[config.mk]
export PLATFORM = sky130hd
export DESIGN_NAME = cbus_arbiter
export DESIGN_NICKNAME = d
export VERILOG_FILES = /design/src/rtl/cbus_arbiter_pkg.sv /design/src/rtl/cbus_arbiter_picker.sv /design/src/rtl/cbus_arbiter.sv
export SDC_FILE = /design/constraint.sdc
export NUM_CORES = 1
export LEC_CHECK = 0
export CAP_MARGIN = 20
export CORE_AREA = 8 8 210 212
export CTS_CLUSTER_SIZE = 16
export DETAILED_ROUTE_END_ITERATION = 8
export DIE_AREA = 0 0 218 220
export MAX_ROUTING_LAYER = met4
export PLACE_DENSITY = 0.33
export SYNTH_ARGS = -nofsm -noshare
export SYNTH_HDL_FRONTEND = slang
export SYNTH_SLANG_ARGS = --single-unit
[constraint.sdc]
create_clock -name clk -period 1.5 [get_ports clk]
set_clock_uncertainty 0.1 [all_clocks]
set_input_delay 0.15 -clock clk [delete_from_list [all_inputs] [get_ports clk]]
set_output_delay 0.15 -clock clk [all_outputs]
set_load 0.05 [all_outputs]
[src/rtl/cbus_arbiter_pkg.sv]
// Shared cbus request/response types and the arbiter FSM state encoding.
package cbus_arbiter_pkg;

  typedef struct packed {
    logic        valid;
    logic        is_write;
    logic [31:0] addr;
    logic [2:0]  size;
    logic [7:0]  len;
    logic [63:0] data;
    logic [7:0]  strobe;
  } cbus_req_t;

  typedef struct packed {
    logic        ready;
    logic        last;
    logic [63:0] data;
  } cbus_resp_t;

  typedef enum logic {IDLE, BUSY} cbus_arb_state_t;

endpackage

[src/rtl/cbus_arbiter_picker.sv]
// rr_priority_picker: first set bit of a valid mask, searching upward from start and wrapping.
module rr_priority_picker #(
  parameter int NREQ  = 2,
  parameter int IDX_W = $clog2(NREQ)
) (
  input  logic [NREQ-1:0]  valid,
  input  logic [IDX_W-1:0] start,
  output logic             found,
  output logic [IDX_W-1:0] idx
);

  logic [IDX_W-1:0] cand;

  // Walk from the farthest offset down so the nearest valid candidate is written last.
  always_comb begin
    found = 1'b0;
    idx   = '0;
    cand  = '0;
    for (int k = NREQ - 1; k >= 0; k--) begin
      cand = IDX_W'((int'(start) + k) % NREQ);
      if (valid[cand]) begin
        found = 1'b1;
        idx   = cand;
      end
    end
  end

endmodule

[src/rtl/cbus_arbiter.sv]
// Burst-granular arbiter sharing one memory cbus among NREQ cache ports.
// Define CBUS_ARB_ROUND_ROBIN_EN for rotating priority; otherwise the lowest index wins.
module cbus_arbiter
  import cbus_arbiter_pkg::*;
#(
  parameter int NREQ  = 2,
  parameter int IDX_W = $clog2(NREQ)
) (
  input  logic       clk,
  input  logic       reset,
  input  cbus_req_t  ireqs  [NREQ],
  output cbus_resp_t iresps [NREQ],
  output cbus_req_t  oreq,
  input  cbus_resp_t oresp
);

  cbus_arb_state_t  state_reg;
  logic [IDX_W-1:0] idx_reg;
  logic [NREQ-1:0]  valid_mask;
  logic [IDX_W-1:0] start_idx;
  logic [IDX_W-1:0] pick_idx;
  logic             pick_found;

  genvar gi;
  generate
    for (gi = 0; gi < NREQ; gi++) begin : g_port
      assign valid_mask[gi] = ireqs[gi].valid;
      // Only the granted port ever sees the memory response.
      assign iresps[gi] = (state_reg == BUSY && idx_reg == IDX_W'(gi)) ? oresp : '0;
    end
  endgenerate

`ifdef CBUS_ARB_ROUND_ROBIN_EN
  logic [IDX_W-1:0] last_grant_reg;

  assign start_idx = (last_grant_reg == IDX_W'(NREQ - 1)) ? '0 : last_grant_reg + IDX_W'(1);

  // Reset value makes the very first search start at port 0.
  always_ff @(posedge clk or negedge reset) begin
    if (!reset) begin
      last_grant_reg <= IDX_W'(NREQ - 1);
    end else if (state_reg == IDLE && pick_found) begin
      last_grant_reg <= pick_idx;
    end
  end
`else
  assign start_idx = '0;
`endif

  rr_priority_picker #(
    .NREQ  (NREQ),
    .IDX_W (IDX_W)
  ) u_picker (
    .valid (valid_mask),
    .start (start_idx),
    .found (pick_found),
    .idx   (pick_idx)
  );

  always_ff @(posedge clk or negedge reset) begin
    if (!reset) begin
      state_reg <= IDLE;
      idx_reg   <= '0;
    end else begin
      case (state_reg)
        IDLE: begin
          if (pick_found) begin
            idx_reg   <= pick_idx;
            state_reg <= BUSY;
          end
        end
        BUSY: begin
          if (oresp.ready && oresp.last) begin
            state_reg <= IDLE;
          end
        end
        default: state_reg <= IDLE;
      endcase
    end
  end

  assign oreq = (state_reg == BUSY) ? ireqs[idx_reg] : '0;

endmodule

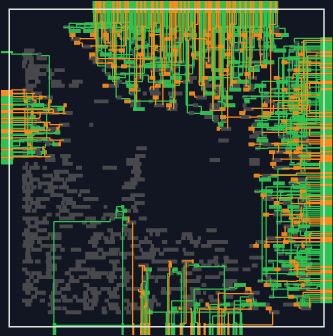
(run_1/io_fan.png)
[orange] oreq | bits: 117 | direction: output | end cells: 117 | wire: 4320 um
[green] ireqs | bits: 234 | direction: input | end cells: 120 | wire: 10300 um
Port-buffer cells: 550
Ports: 551

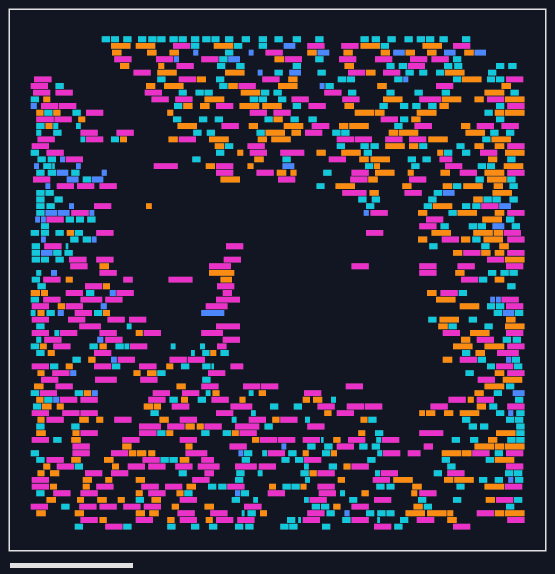
(run_1/sizes.png)
Bar = 50 um.
[blue] _2 cells | cells: 57 | share: 5.8%
[cyan] _0 and _1 cells | cells: 364 | share: 37%
[magenta] _6 and larger | cells: 299 | share: 30%
[orange] _3 and _4 cells | cells: 271 | share: 27%
Layout area overhead: 394.0%
post-route cell area: 0.01438 mm^2
worst path setup slack after routing: -0.3338 ns
number of buffers other than clock buffers in the final layout: 614

==> job_summary.md, run 1 <==
### Yosys + OpenROAD results

| Metric | Value |
|---|---|
| Fraction of synthesized cell area taken by the top area cell type | `40.22%` |
| Number of nets at floorplan | `724` |
| Clk root buf | `sky130_fd_sc_hd__clkbuf_16` |
| Cell-by-cell trace of the critical path | `buf_12, clkbuf_16, mux2i_4, nor2_4, buf_12` |
| Share of cells above drive strength 1 | `63.27%` |
| Register area share after synthesis | `1.719%` |
| Placement-stage worst setup slack | `-0.2103 ns` |
| EDFF count, synth | `0` |
| Number of remaining DRC errors | `0` |
| Initial standard-cell utilization of the core | `7.179%` |
| Max rail drop VDD | `0.0003789 V` |
| Unrepaired setup endpoints after global routing | `true` |
| Final count of negative-setup-slack endpoints | `249` |
| Hold Fails Final Rpt | `0` |
| Number of warnings the tools reported | `29` |
| Worst path setup slack after routing | `-0.3338 ns` |
| Least-Margin Pin Slew | `0.2231 ns` |
| Antenna diode instance count | `0` |
| Antenna violations before repair | `0` |
| Count of nets left with antenna violations after detail routing | `0` |
| Routability cong. | `0.7677` |
| Start of the worst register-to-register path | `idx_reg` |
| Clock tree sinks | `2` |
| Clock slew seen by the registers of the worst setup and hold paths | `0.03 ns` |
| Largest area contributor in the synthesized netlist | `sky130_fd_sc_hd__mux2i_1` |
| Achievable Freq | `0.5453 GHz` |
| Class of the worst hold path | `in -> async` |
| Cells after synthesis | `422` |
| Maximum single-stage delay on the critical path | `0.51 ns` |
| Nets | `1295` |
| Layout fillers | `3929` |
| Initial detailed-routing violation count | `98` |
| Placed wire-length estimate after detailed placement | `27880 um` |
| Final Routed Wirelength | `33260 um` |
| Core region area | `0.04055 mm^2` |
| Most frequent CP cell | `sky130_fd_sc_hd__buf_12` |
| Number of buffers on the longest clock path | `2` |
| Horizontal extent of the die | `218 um` |
| YS chip area | `0.002912 mm^2` |
| Failing checks | `negative setup slack` |
| Critical Path Sink Type | `output port` |
| Endpoint of the lowest-slack register-to-register path | `idx_reg` |
| Number of cell rows | `74` |
| Number of H-tree levels | `1` |
| Total GRT Usage | `12.55%` |
| Routed via count | `5398` |
| Worst reg2reg setup slack | `0.11 ns` |
| Worst r2r path cells | `4` |
| Buffering stage count on the worst path with inverters included | `3` |
| Top fanout value on the critical path | `16` |
| Total of warnings raised by yosys | `0` |
| Average wire per standard cell | `21.84 um` |
| Outcome | `finished, violations left` |
| Worst slew margin | `84.83%` |
| Maximum capacitance violations | `0` |
| Critical path launch point type | `flip-flop` |
| Share of async-settable or async-resettable flops after synthesis | `100.0%` |
| TritonCTS clock tree | `yes` |
| Number of standard cells reported by yosys | `422` |
| Aggregate negative setup slack | `-64.18 ns` |
| Mean instance size in the synthesized netlist | `6.899 um^2` |
| Number of library cell types mapped by synthesis | `18` |
| Total power divided by cell area | `1010 mW/mm^2` |
| Endpoint arrival time on the critical path | `1.58 ns` |
| Synthesized flop and latch total | `2` |
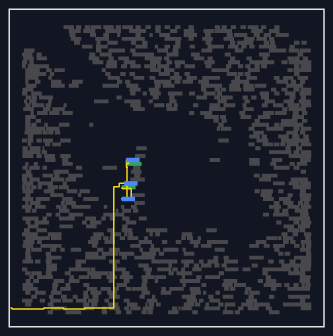
(run_1/clk_routes.png)
[green] flip-flops | count: 2
[blue] clock drivers | count: 3
[yellow] clock wires | length: 227 um
routed clock nets: 4
Clock group: 399 uW
relative contribution of the clock network to total power: 2.7%
insertion delay to the later sink of the worst-skew pair: 0.22 ns

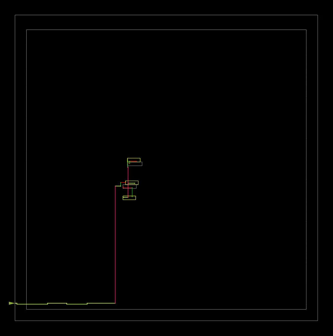
(run_1/clocks.png)
number of sequential cells: 2
Inserted Clock Buffers: 3

## run 1: worst max path at each step
stage                        from         to  slack, ns
final                     idx_reg   oreq[49]      -0.33
after global routing      idx_reg  oreq[112]      -0.38
after CTS                 idx_reg   oreq[17]      -0.34
after detailed placement  idx_reg   oreq[27]      -0.21
after global placement    idx_reg   oreq[27]      -0.23
after floorplan           idx_reg  oreq[110]      -0.30
## run 1: power breakdown
part           internal (uW)  switching, uW  total [uW]
sequential              67.5           17.3        84.8
clock                    339           60.0         399
combinational           7100           6950       14000
total                   7510           7020       14500
## run 1: area by class of cell
type	count	area (um^2)	area share, %
clock buffers	3	75.07	0.5220
inverters	1	11.26	0.07830
multi-input cells	371	4467	31.06
flip-flops and latches	2	55.05	0.3828
well taps	532	665.6	4.628
repair buffers	614	9109	63.33
## run 1: cells in the final DEF, fill, tap and decap left out
cell type and count:
sky130_fd_sc_hd__a2bb2oi_1 1, sky130_fd_sc_hd__a31oi_1 1, sky130_fd_sc_hd__and2_4 66, sky130_fd_sc_hd__and3_1 26
sky130_fd_sc_hd__and3_2 10, sky130_fd_sc_hd__and3_4 30, sky130_fd_sc_hd__buf_12 269, sky130_fd_sc_hd__buf_16 8
sky130_fd_sc_hd__buf_4 18, sky130_fd_sc_hd__buf_6 4, sky130_fd_sc_hd__buf_8 4, sky130_fd_sc_hd__clkbuf_16 13
sky130_fd_sc_hd__clkdlybuf4s50_1 301, sky130_fd_sc_hd__dfrtp_2 1, sky130_fd_sc_hd__dfrtp_4 1, sky130_fd_sc_hd__inv_8 1
sky130_fd_sc_hd__mux2i_1 26, sky130_fd_sc_hd__mux2i_2 19, sky130_fd_sc_hd__mux2i_4 72, sky130_fd_sc_hd__nor2_1 7
sky130_fd_sc_hd__nor2_2 27, sky130_fd_sc_hd__nor2_4 83, sky130_fd_sc_hd__nor2b_1 1, sky130_fd_sc_hd__nor2b_4 1
sky130_fd_sc_hd__nor3_1 1
## run 1: stage by stage
step                      hold WS (ns)  util (%)  instance area [um^2]  power, uW  instances
after floorplan                -0.2456         -                  3684       6150        422
after global placement          0.2460     31.03                 12580      12410       1500
after detailed placement        0.2434     31.03                 12580      12370       1500
after CTS                      0.01492     33.06                 13410      13600       1508
after global routing           0.02123     35.47                 14380      15050       1523
final                          0.01326     35.47                 14380      14530       1523
## run 1: layer usage
metal / vias to the layer above / track usage [%] / wire, um
met5: - / - / 0
met4: 0 / 1.142 / 106
met3: 5 / 4.936 / 3171
met2: 275 / 23.61 / 18530
met1: 2521 / 12.54 / 11450
li1: 2597 / - / -
## run 1: cell families (layout without fill, tap and decap cells)
group / Yosys count / after routing / synth area share, %
buf+inv: 49 / 618 / 13.24
flops: 2 / 2 / 1.719
mux: 117 / 117 / 40.22
compound gates: 2 / 2 / 0.5159
simple gates: 252 / 252 / 44.31
## run 1: what timing repair did
action,in CTS,in global routing
setup buffers,4,2
cloned,1,13
endpoints found under the setup margin,249,249
pin swaps,7,45
gates resized,137,156
==> run 2, diff against run 1 <==
--- a/config.mk
+++ b/config.mk
@@ -10,8 +10,10 @@
 export CTS_CLUSTER_SIZE = 16
 export DETAILED_ROUTE_END_ITERATION = 8
 export DIE_AREA = 0 0 218 220
+export HOLD_SLACK_MARGIN = 0.1
 export MAX_ROUTING_LAYER = met4
 export PLACE_DENSITY = 0.33
 export SYNTH_ARGS = -nofsm -noshare
 export SYNTH_HDL_FRONTEND = slang
 export SYNTH_SLANG_ARGS = --single-unit
+export TNS_END_PERCENT = 20
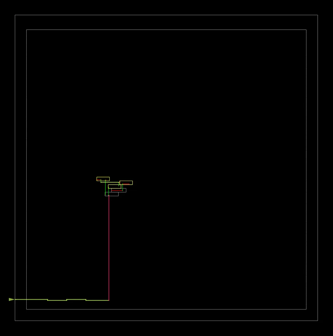
(run_2/clocks.png)
clock tree sinks: 2
clkbuf count: 3

==> job_summary.md, run 2 <==
### Yosys + OpenROAD results

| Metric | Value |
|---|---|
| TritonCTS clock tree | `yes (unchanged)` |
| Aggregate negative setup slack | `-56.59 ns (was -64.18 ns)` |
| Routed via count | `5267 (was 5398)` |
| Port-buffer cells | `550 (unchanged)` |
| Maximum capacitance violations | `0 (unchanged)` |
| Number of standard cells reported by yosys | `422 (unchanged)` |
| Worst reg2reg setup slack | `0.31 ns (was 0.11 ns)` |
| Top fanout value on the critical path | `20 (was 16)` |
| Outcome | `finished, violations left (unchanged)` |
| Placement-stage worst setup slack | `-0.1760 ns (was -0.2103 ns)` |
| Insertion delay to the later sink of the worst-skew pair | `0.22 ns (about the same)` |
| Remaining Overflow, GRT | `0 (unchanged)` |
| Worst path setup slack after routing | `-0.3368 ns (was -0.3338 ns)` |
| Number of nets at floorplan | `724 (unchanged)` |
| Largest area contributor in the synthesized netlist | `sky130_fd_sc_hd__mux2i_1 (unchanged)` |
| Synthesized flop and latch total | `2 (unchanged)` |
| Critical path launch point type | `flip-flop (unchanged)` |
| Initial detailed-routing violation count | `98 (unchanged)` |
| Critical Path Sink Type | `output port (unchanged)` |
| Core region area | `0.04055 mm^2 (unchanged)` |
| Number of H-tree levels | `1 (unchanged)` |
| Antenna violations before repair | `2 (was 0)` |
| Cell-by-cell trace of the critical path | `buf_12, buf_12, mux2i_1, nor2_1, buf_12 (was buf_12, clkbuf_16, mux2i_4, nor2_4, buf_12)` |
| Via count of the first global-routing pass | `5720 (was 5797)` |
| Ports | `551 (unchanged)` |
| Count of nets left with antenna violations after detail routing | `0 (unchanged)` |
| Most frequent standard cell in the layout excluding fill and tap cells | `sky130_fd_sc_hd__clkdlybuf4s50_1 (unchanged)` |
| Average wire per standard cell | `20.58 um (was 21.84 um)` |
| Initial standard-cell utilization of the core | `7.179% (unchanged)` |
| Least-Margin Pin Slew | `0.2306 ns (was 0.2231 ns)` |
| Total GRT Usage | `12.00% (was 12.55%)` |
| Buffering stage count on the worst path with inverters included | `3 (unchanged)` |
| Number of library cell types mapped by synthesis | `18 (unchanged)` |
| Total of warnings raised by yosys | `0 (unchanged)` |
| YS chip area | `0.002912 mm^2 (unchanged)` |
| Hold Fails Final Rpt | `0 (unchanged)` |
| Final count of negative-setup-slack endpoints | `249 (unchanged)` |
| Mean instance size in the synthesized netlist | `6.899 um^2 (unchanged)` |
| Class of the worst hold path | `in -> reg (was in -> async)` |
| EDFF count, synth | `0 (unchanged)` |
| Max rail drop VDD | `0.0004316 V (was 0.0003789 V)` |
| Endpoint arrival time on the critical path | `1.59 ns (was 1.58 ns)` |
| Nets | `1282 (was 1295)` |
| Number of cell rows | `74 (unchanged)` |
| Horizontal extent of the die | `218 um (unchanged)` |
| Share of cells above drive strength 1 | `50.82% (was 63.27%)` |
| Placed wire-length estimate after detailed placement | `27310 um (was 27880 um)` |
| Utilization after layout | `30.12% (was 35.47%)` |
| Number of remaining DRC errors | `0 (unchanged)` |
| Number of warnings the tools reported | `29 (unchanged)` |
| Register area share after synthesis | `1.719% (unchanged)` |
| Cells after synthesis | `422 (unchanged)` |
| Fraction of synthesized cell area taken by the top area cell type | `40.22% (unchanged)` |
| Clock slew seen by the registers of the worst setup and hold paths | `0.03 ns (about the same)` |
| Clk root buf | `sky130_fd_sc_hd__clkbuf_16 (unchanged)` |
| Most frequent CP cell | `sky130_fd_sc_hd__buf_12 (unchanged)` |
| Share of async-settable or async-resettable flops after synthesis | `100.0% (unchanged)` |
| Worst slew margin | `84.32% (was 84.83%)` |
| Layout area overhead | `319.5% (was 394.0%)` |
| Number of buffers on the longest clock path | `2 (unchanged)` |
| Unrepaired setup endpoints after global routing | `true (unchanged)` |
| Maximum single-stage delay on the critical path | `0.51 ns (about the same)` |
| Failing checks | `negative setup slack (unchanged)` |
| Routability cong. | `0.8663 (was 0.7677)` |
| Inserted Clock Buffers | `3 (unchanged)` |
| Final Routed Wirelength | `31110 um (was 33260 um)` |
| Power Total | `12370 uW (was 14530 uW)` |
| Commonest cells after routing, fill and taps aside | `301 x sky130_fd_sc_hd__clkdlybuf4s50_1, 195 x sky130_fd_sc_hd__buf_12, 82 x sky130_fd_sc_hd__mux2i_1 (was 301 x sky130_fd_sc_hd__clkdlybuf4s50_1, 269 x sky130_fd_sc_hd__buf_12, 83 x sky130_fd_sc_hd__nor2_4)` |
| Achievable Freq | `0.5444 GHz (was 0.5453 GHz)` |
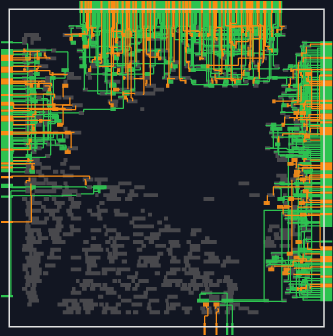
(run_2/io_fan.png)
[orange] oreq | bits: 117 | direction: output | end cells: 117 | wire: 3940 um
[green] ireqs | bits: 234 | direction: input | end cells: 120 | wire: 10300 um

run 2: cell counts after synthesis:
No cell type changed its count.
run 2: cells by family after synthesis:
| kind of cell | count (synthesis) | synth area share [%] |
|---|---|---|
| and+or+nand+nor | 252 | 44.31 |
| DFF | 2 | 1.719 |
| buffers and inverters | 49 | 13.24 |
| AOI/OAI and AO/OA | 2 | 0.5159 |
| muxes | 117 | 40.22 |
run 2: per-stage QoR:
step,area (um^2),hold slack (ns),instances
after floorplan,3159,-0.2456,422
after global placement,11000,0.2332,1493
after detailed placement,11000,0.2316,1493
after CTS,11870,0.4725,1503
after global routing,12210,0.4801,1512
final,12210,0.4717,1512
run 2: worst reg2reg max path: stages (launching register included):
cell and delay (ns):
sky130_fd_sc_hd__dfrtp_4 0.51, sky130_fd_sc_hd__buf_12 0.17, sky130_fd_sc_hd__buf_4 0.14, sky130_fd_sc_hd__a2bb2oi_1 0.13
run 2: final timing paths:
check | startpoint | end | cells past startpoint
max reg2reg | idx_reg | idx_reg | 3
max in group asynchronous | reset | idx_reg | 2
min | ireqs[233] | idx_reg | 2
min reg2reg | state_reg | idx_reg | 2
max | idx_reg | oreq[77] | 5
min in group asynchronous | reset | idx_reg | 2
run 2: report_power, final:
group,switching (uW),internal [uW],total [uW]
clock network,56.6,339,395
registers,22.1,67.5,89.6
logic,6230,5660,11900
run 2: cell type report:
| class | instances | area [um^2] |
|---|---|---|
| fillers | 4191 | 28340 |
| well taps | 532 | 665.6 |
| diodes | 2 | 5.005 |
| repair buffers | 601 | 8051 |
| flip-flops and latches | 2 | 55.05 |
| inverters | 1 | 8.758 |
| multi-input cells | 371 | 3353 |
| clock buffers | 3 | 75.07 |
run 2: metal layers:
metal,vias to the layer above,global-route usage (%),wire [um]
met3,24,4.936,3237
met1,2402,11.58,10470
met4,0,2.956,652
met5,-,-,0
met2,305,22.08,16750
li1,2536,-,-
run 2: timing repair:
item	4_1_cts	5_1_grt
cloned	1	4
hold buffers	1	0
endpoints found under the setup margin	249	249
resized	179	71
pin swaps	29	26
setup buffers	5	3
endpoints found under the hold margin	2	0
Power is estimated from default activity; no workload was simulated.
